--- config.mk ---
export PLATFORM = sky130hd
export DESIGN_NAME = convolution_datapath_flat
export DESIGN_NICKNAME = d
export VERILOG_FILES = /design/src/rtl/conv_pkg.sv /design/src/rtl/convolution_datapath_if.sv /design/src/rtl/conv_mac.sv /design/src/rtl/convolution_datapath.sv /design/src/flat_wrapper.sv
export SDC_FILE = /design/constraint.sdc
export NUM_CORES = 1
export LEC_CHECK = 0
export CAP_MARGIN = 5
export CELL_PAD_IN_SITES_DETAIL_PLACEMENT = 1
export CELL_PAD_IN_SITES_GLOBAL_PLACEMENT = 1
export CORE_ASPECT_RATIO = 0.7
export CORE_MARGIN = 4
export CORE_UTILIZATION = 45
export CTS_CLUSTER_DIAMETER = 80
export DETAILED_ROUTE_END_ITERATION = 8
export PLACE_DENSITY = 0.86
export SYNTH_ARGS = -nofsm -noshare
export SYNTH_HDL_FRONTEND = slang
export SYNTH_SLANG_ARGS = --single-unit
--- constraint.sdc ---
create_clock -name clk -period 9.7 [get_ports clk]
set_input_delay 1.94 -clock clk [delete_from_list [all_inputs] [get_ports clk]]
set_output_delay 1.94 -clock clk [all_outputs]
set_load 0.05 [all_outputs]
--- src/rtl/conv_pkg.sv ---
//==============================================================================
// Module      : conv_pkg
// Description : Shared widths and types for the convolution datapath.
//               Optional build macro used by this block: CONV_SAT_EN.
// Revision    : 1.0 - initial release
//==============================================================================
`default_nettype none

package conv_pkg;

    localparam int ADDR_W = 5;                    // X/Y address width
    localparam int DATA_W = 8;                    // signed sample width
    localparam int Z_W    = 2 * DATA_W;           // signed output width
    localparam int ACC_W  = 2 * DATA_W + ADDR_W;  // accumulator, cannot overflow

    typedef logic signed [DATA_W-1:0] sample_t;
    typedef logic signed [ACC_W-1:0]  acc_t;
    typedef logic        [ADDR_W+1:0] kidx_t;     // k and j counters

endpackage

`default_nettype wire

--- src/rtl/convolution_datapath_if.sv ---
//==============================================================================
// Module      : convolution_datapath_if
// Description : Memory-side bus of the convolution datapath: X/Y asynchronous
//               read ports and the Z write port.
//               Optional build macro used by this block: CONV_SAT_EN.
// Revision    : 1.0 - initial release
//==============================================================================
`default_nettype none

interface convolution_datapath_if;
    import conv_pkg::*;

    logic [ADDR_W-1:0]       addr_x;
    logic [ADDR_W-1:0]       addr_y;
    sample_t                 data_x;
    sample_t                 data_y;
    logic [ADDR_W:0]         addr_z;
    logic signed [Z_W-1:0]   data_z;
    logic                    we_z;

    // Datapath side: drives addresses and Z writes, receives sample data
    modport master (
        output addr_x, addr_y, addr_z, data_z, we_z,
        input  data_x, data_y
    );

    // Memory side
    modport slave (
        input  addr_x, addr_y, addr_z, data_z, we_z,
        output data_x, data_y
    );

endinterface

`default_nettype wire

--- src/rtl/conv_mac.sv ---
//==============================================================================
// Module      : conv_mac
// Description : Signed multiply-accumulate with clear/enable and the reduction
//               of the accumulator to the Z output width.
//               CONV_SAT_EN defined   : clamp to Z range, sticky sat_o.
//               CONV_SAT_EN undefined : wrap (low Z_W bits), sat_o stays 0.
// Revision    : 1.0 - initial release
//==============================================================================
`default_nettype none

module conv_mac
    import conv_pkg::*;
(
    input  wire logic                  clk,
    input  wire logic                  rstn,
    input  wire logic                  clr_z,
    input  wire logic                  enable_z,
    input  wire logic                  writeZ,
    input  wire sample_t               data_x,
    input  wire sample_t               data_y,
    output logic signed [Z_W-1:0]      data_z,
    output logic                       sat_o
);

    acc_t                         acc_q;
    acc_t                         acc_d;
    logic                         sat_q;
    logic                         sat_d;
    logic signed [2*DATA_W-1:0]   w_prod;
    logic                         w_clamp;
    logic signed [Z_W-1:0]        w_red;

    assign w_prod = data_x * data_y;

`ifdef CONV_SAT_EN
    localparam acc_t C_Z_MAX = acc_t'((2 ** (Z_W - 1)) - 1);
    localparam acc_t C_Z_MIN = acc_t'(-(2 ** (Z_W - 1)));

    // Clamp the accumulator into the signed Z range and flag when it did
    always_comb begin
        w_clamp = 1'b0;
        w_red   = acc_q[Z_W-1:0];
        if (acc_q > C_Z_MAX) begin
            w_clamp = 1'b1;
            w_red   = {1'b0, {(Z_W-1){1'b1}}};
        end else if (acc_q < C_Z_MIN) begin
            w_clamp = 1'b1;
            w_red   = {1'b1, {(Z_W-1){1'b0}}};
        end
    end
`else
    // Plain two's-complement wrap; clamping never happens
    assign w_clamp = 1'b0;
    assign w_red   = acc_q[Z_W-1:0];
`endif

    // Next accumulator and saturation state; clear has priority over enable
    always_comb begin
        acc_d = acc_q;
        sat_d = sat_q;
        if (clr_z)
            acc_d = '0;
        else if (enable_z)
            acc_d = acc_q + acc_t'(w_prod);
        if (clr_z)
            sat_d = 1'b0;
        else if (writeZ && w_clamp)
            sat_d = 1'b1;
    end

    // Accumulator and sticky saturation registers
    always_ff @(posedge clk) begin
        if (!rstn) begin
            acc_q <= '0;
            sat_q <= 1'b0;
        end else begin
            acc_q <= acc_d;
            sat_q <= sat_d;
        end
    end

    assign data_z = w_red;
    assign sat_o  = sat_q;

endmodule

`default_nettype wire

--- src/rtl/convolution_datapath.sv ---
//==============================================================================
// Module      : convolution_datapath
// Description : Convolution datapath z[k] = sum_j x[j]*y[k-j]. Owns the k/j
//               counters, window bounds, X/Y read addressing and Z write port;
//               the MAC lives in conv_mac. Sizes are frozen at clr_k.
//               Optional build macro: CONV_SAT_EN (saturating Z output).
// Revision    : 1.0 - initial release
//==============================================================================
`default_nettype none

module convolution_datapath
    import conv_pkg::*;
(
    input  wire logic                 clk,
    input  wire logic                 rstn,
    input  wire logic [ADDR_W:0]      sizeX,
    input  wire logic [ADDR_W:0]      sizeY,
    input  wire logic                 clr_k,
    input  wire logic                 enable_k,
    input  wire logic                 clr_j,
    input  wire logic                 enable_j,
    input  wire logic                 clr_z,
    input  wire logic                 enable_z,
    input  wire logic                 writeZ,
    output logic                      com_k_until,
    output logic                      flag_j_fin_w,
    output logic                      comp_o,
    output logic                      shape,
    output logic                      sat_o,
    convolution_datapath_if.master    mem
);

    // One extra bit over k so window bounds can go negative
    localparam int SW = ADDR_W + 3;
    typedef logic signed [SW-1:0] sidx_t;

    kidx_t              k_q, k_d;
    kidx_t              j_q, j_d;
    logic [ADDR_W:0]    size_x_q, size_y_q;
    logic [ADDR_W-1:0]  addr_x_q, addr_y_q;

    sidx_t              w_k_s, w_j_s, w_sx_s, w_sy_s;
    sidx_t              w_lo_raw, w_j_lo, w_sxm1, w_j_hi;
    kidx_t              w_len_z;

    // Window bounds: j_lo = max(0, k-sizeY+1), j_hi = min(k, sizeX-1)
    assign w_k_s    = sidx_t'({1'b0, k_q});
    assign w_j_s    = sidx_t'({1'b0, j_q});
    assign w_sx_s   = sidx_t'(size_x_q);
    assign w_sy_s   = sidx_t'(size_y_q);
    assign w_lo_raw = w_k_s + sidx_t'(1) - w_sy_s;
    assign w_j_lo   = w_lo_raw[SW-1] ? '0 : w_lo_raw;
    assign w_sxm1   = w_sx_s - sidx_t'(1);
    assign w_j_hi   = (w_k_s < w_sxm1) ? w_k_s : w_sxm1;

    // Loop status back to the FSM
    assign shape        = (|size_x_q) && (|size_y_q);
    assign w_len_z      = shape ? (kidx_t'(size_x_q) + kidx_t'(size_y_q) - kidx_t'(1)) : '0;
    assign com_k_until  = (k_q >= w_len_z);
    assign flag_j_fin_w = (w_j_s > w_j_hi);
    assign comp_o       = (w_j_lo > w_j_hi);

    // Next k and j; clears take priority over the matching enable
    always_comb begin
        k_d = k_q;
        j_d = j_q;
        if (clr_k)
            k_d = '0;
        else if (enable_k)
            k_d = k_q + kidx_t'(1);
        if (clr_j)
            j_d = kidx_t'(w_j_lo);
        else if (enable_j)
            j_d = j_q + kidx_t'(1);
    end

    // Counters, frozen configuration and registered read addresses
    always_ff @(posedge clk) begin
        if (!rstn) begin
            k_q      <= '0;
            j_q      <= '0;
            size_x_q <= '0;
            size_y_q <= '0;
            addr_x_q <= '0;
            addr_y_q <= '0;
        end else begin
            k_q <= k_d;
            j_q <= j_d;
            if (clr_k) begin
                size_x_q <= sizeX;
                size_y_q <= sizeY;
            end
            if (enable_j && !clr_j) begin
                addr_x_q <= j_q[ADDR_W-1:0];
                addr_y_q <= k_q[ADDR_W-1:0] - j_q[ADDR_W-1:0];
            end
        end
    end

    assign mem.addr_x = addr_x_q;
    assign mem.addr_y = addr_y_q;
    assign mem.addr_z = k_q[ADDR_W:0];
    assign mem.we_z   = writeZ;

    conv_mac u_mac (
        .clk      (clk),
        .rstn     (rstn),
        .clr_z    (clr_z),
        .enable_z (enable_z),
        .writeZ   (writeZ),
        .data_x   (mem.data_x),
        .data_y   (mem.data_y),
        .data_z   (mem.data_z),
        .sat_o    (sat_o)
    );

endmodule

`default_nettype wire

--- src/flat_wrapper.sv ---
// flat-port wrapper written by rule: the top's interface ports become plain ports
module convolution_datapath_flat import conv_pkg::*;
  (clk, rstn, sizeX, sizeY, clr_k, enable_k, clr_j, enable_j, clr_z, enable_z, writeZ, com_k_until, flag_j_fin_w, comp_o, shape, sat_o, mem_addr_x, mem_addr_y, mem_addr_z, mem_data_z, mem_we_z, mem_data_x, mem_data_y);
  convolution_datapath_if mem_i ();
  input  wire logic clk;
  input  wire logic rstn;
  input  wire logic [ADDR_W:0] sizeX;
  input  wire logic [ADDR_W:0] sizeY;
  input  wire logic clr_k;
  input  wire logic enable_k;
  input  wire logic clr_j;
  input  wire logic enable_j;
  input  wire logic clr_z;
  input  wire logic enable_z;
  input  wire logic writeZ;
  output logic com_k_until;
  output logic flag_j_fin_w;
  output logic comp_o;
  output logic shape;
  output logic sat_o;
  output wire logic [$bits(mem_i.addr_x)-1:0] mem_addr_x;
  output wire logic [$bits(mem_i.addr_y)-1:0] mem_addr_y;
  output wire logic [$bits(mem_i.addr_z)-1:0] mem_addr_z;
  output wire logic [$bits(mem_i.data_z)-1:0] mem_data_z;
  output wire logic [$bits(mem_i.we_z)-1:0] mem_we_z;
  input wire logic [$bits(mem_i.data_x)-1:0] mem_data_x;
  input wire logic [$bits(mem_i.data_y)-1:0] mem_data_y;
  assign mem_addr_x = mem_i.addr_x;
  assign mem_addr_y = mem_i.addr_y;
  assign mem_addr_z = mem_i.addr_z;
  assign mem_data_z = mem_i.data_z;
  assign mem_we_z = mem_i.we_z;
  assign mem_i.data_x = mem_data_x;
  assign mem_i.data_y = mem_data_y;
  convolution_datapath u_core (.clk(clk), .rstn(rstn), .sizeX(sizeX), .sizeY(sizeY), .clr_k(clr_k), .enable_k(enable_k), .clr_j(clr_j), .enable_j(enable_j), .clr_z(clr_z), .enable_z(enable_z), .writeZ(writeZ), .com_k_until(com_k_until), .flag_j_fin_w(flag_j_fin_w), .comp_o(comp_o), .shape(shape), .sat_o(sat_o), .mem(mem_i));
endmodule
**Register map, names as in the netlist**

Other sequential cells in the stronger grey, the rest of the logic in the fainter grey.
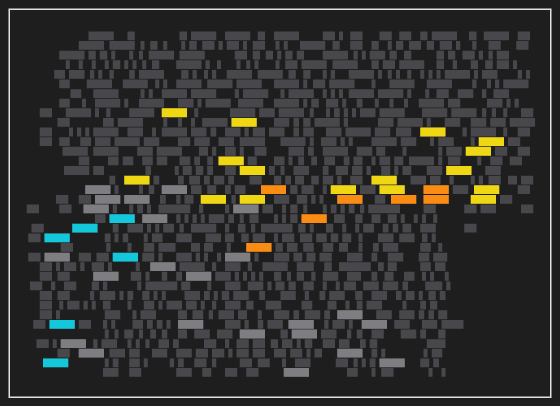
colour	netlist name	flops
yellow	`u_core.u_mac.acc_q`	16
orange	`u_core.j_q`	7
cyan	`u_core.size_y_q`	6
not coloured	23
sequential power: 0.000262 W
Register Area: 0.001041 mm²
Util after Layout: 53.69%
fraction of area in registers: 13.71%

**Placement by cell class**

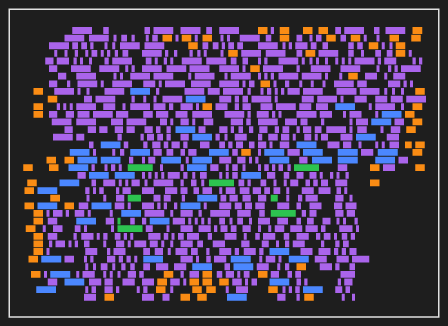
colour	class	cells	share of their area
blue	flops	52	14%
purple	combinational and other logic	673	74%
green	clock drivers and dummy loads	8	2.0%
orange	other buffers and delay cells	72	9.8%
core box area: 0.01414 mm²
Std-Cell Rows: 36
final instance area: 0.007594 mm²

**Routing congestion map**

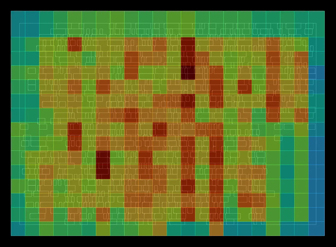
Routed wire per std cell: 19.46 µm
GRT met2 Usage: 40.57%
Overall Global Routing Usage: 23.77%
met3 Use GR: 3.383%
met1 Usage GRT: 32.95%

**Drive-strength map**

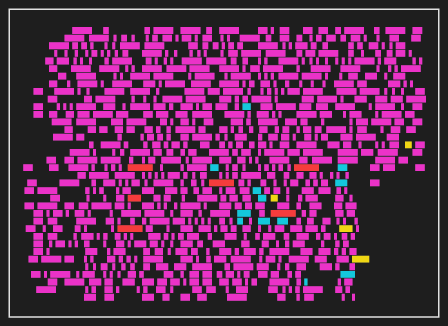
colour	size	cells	share
yellow	_3 and _4 cells	4	0.50%
red	_6 and larger	6	0.75%
magenta	_0 and _1 cells	783	97%
cyan	_2 cells	12	1.5%
final setup margin: 2.328 ns
Non-clk bufs: 72
Layout area overhead: 15.10%

**Local utilization**

The die is cut into 15 by 11 equal tiles; black is low, pale yellow is high, 0 to 100% covered.
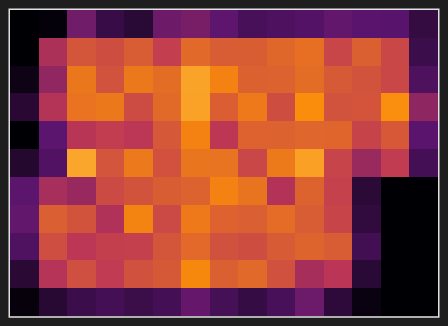
mean over tiles	44%
densest ninth of the die	centre
emptiest ninth of the die	south-east
fp util: 46.65%

-- registers in the layout (all words and copies together) (netlist names) --
name / cells
u_core.j_q: 7
u_core.k_q: 7
u_core.mem.addr_x: 5
u_core.mem.addr_y: 5
u_core.size_x_q: 6
u_core.size_y_q: 6
u_core.u_mac.acc_q: 16
-- cell families (layout without fill, tap and decap cells) --
family / after synthesis / in the layout
AND/OR/NAND/NOR: 209 / 209
adder cells (fa/ha/maj): 165 / 165
buffers and inverters: 142 / 201
AND-OR/OR-AND: 107 / 107
flip-flops: 52 / 52
XOR/XNOR: 43 / 43
multiplexers: 27 / 27
other: 1 / 1
-- tightest hold or removal path, stage by stage, from the launching register on --
cell and delay (ns):
dfxtp_1 0.32, nand2_1 0.05, a21oi_1 0.06
-- through the flow --
step	cell area (µm²)	hold slack, ns	utilization [%]	instances
global placement	7443	0.4596	52.63	987
CTS	7594	0.4872	53.69	995
detailed placement	7443	0.4703	52.63	987
floorplan	6598	0.4604	-	746
global route	7594	0.5158	53.69	995
finish	7594	0.4772	53.69	995
-- metal layers --
layer	wire length, µm	global-route usage (%)
met5	0	0
met4	267	4.259
met3	798	3.383
met2	9293	40.57
met1	9004	32.95
-- worst max-delay path by stage --
stage / endpoint / cells past startpoint
floorplan: u_core.u_mac.acc_q[15] / 15
finish: u_core.u_mac.acc_q[13] / 16
global placement: u_core.u_mac.acc_q[13] / 16
CTS: u_core.u_mac.acc_q[13] / 16
detailed placement: u_core.u_mac.acc_q[13] / 16
global route: comp_o / 19
-- power by group --
part | switching (W) | leakage (nW) | internal (W)
Clock | 0.0000851 | 0.0701 | 0.000103
Sequential | 0.0000277 | 0.425 | 0.000235
Combinational | 0.000733 | 3.05 | 0.000535
==> impl_metrics.csv <==
group,metric,value,unit
synthesis,xor_share,5.708,%
clock_network,ctsHtreeMaxLevel,2,
floorplan,ios,75,
synthesis,synth.largest_area_cell,"fa_1",
cells_and_area,final-comb-area,0.004992,mm²
job,drv_cap,0,
worst_hold_path,hold_path_depth,2,
routing,vias,5480,
cells_and_area,clkbuf_count,7,
synthesis,top_logic_kind,"adder cells",
power,total_power,0.001718,W
worst_setup_path,crit_path_end_kind,"flip-flop",
synthesis,edf_count,0,
cells_and_area,layout_top_cell,"inv_1",
clock_network,clk_pin_slew_worst_paths,0.07,ns
cells_and_area,buffer_area_share,9.458,%
grt,grt_first_pass_wirelength,31650,µm
worst_setup_path,startpoint_type,"primary input",
grt,grt_pass1_vias,6039,
clock_network,cts_setup_buffers,0,
routing,drt_iter0_markers,372,
cells_and_area,logic_gate_count,552,
sta,fin_crit,7.372,ns
cells_and_area,clock_area_share,1.977,%
status,outcome,"completed",
synthesis,ys_cells,746,
cells_and_area,comb_share,65.74,%
worst_hold_path,hold_end,"u_core.mem.addr_y[3]",
grt,grt-ovfl-total,0,
worst_setup_path,crit_required,9.86,ns
routing,dr.pass1.iters,4,
cells_and_area,inv_count,121,
sta,finalClockSkew,0.004187,ns
synthesis,top_cell,"inv_1",
worst_hold_path,hold_path_class,"flip-flop to flip-flop",
sta,fin_setup_tns,0,ns
cells_and_area,fillCellCount,1661,
cells_and_area,layout_top_cells,"inv_1 (119), ha_1 (89), fa_1 (74), clkdlybuf4s50_1 (71), nand2_1 (70)",
sta,drv_slew,0,
clock_network,post_cts_resized,0,
sta,rsz0062_at_grt,"no",
synthesis,muxShareOfSynthArea,4.172,%
sta,max-slew-margin-rel,45.61,%
Power figures rest on the tool's default switching activity, not on a simulated workload.
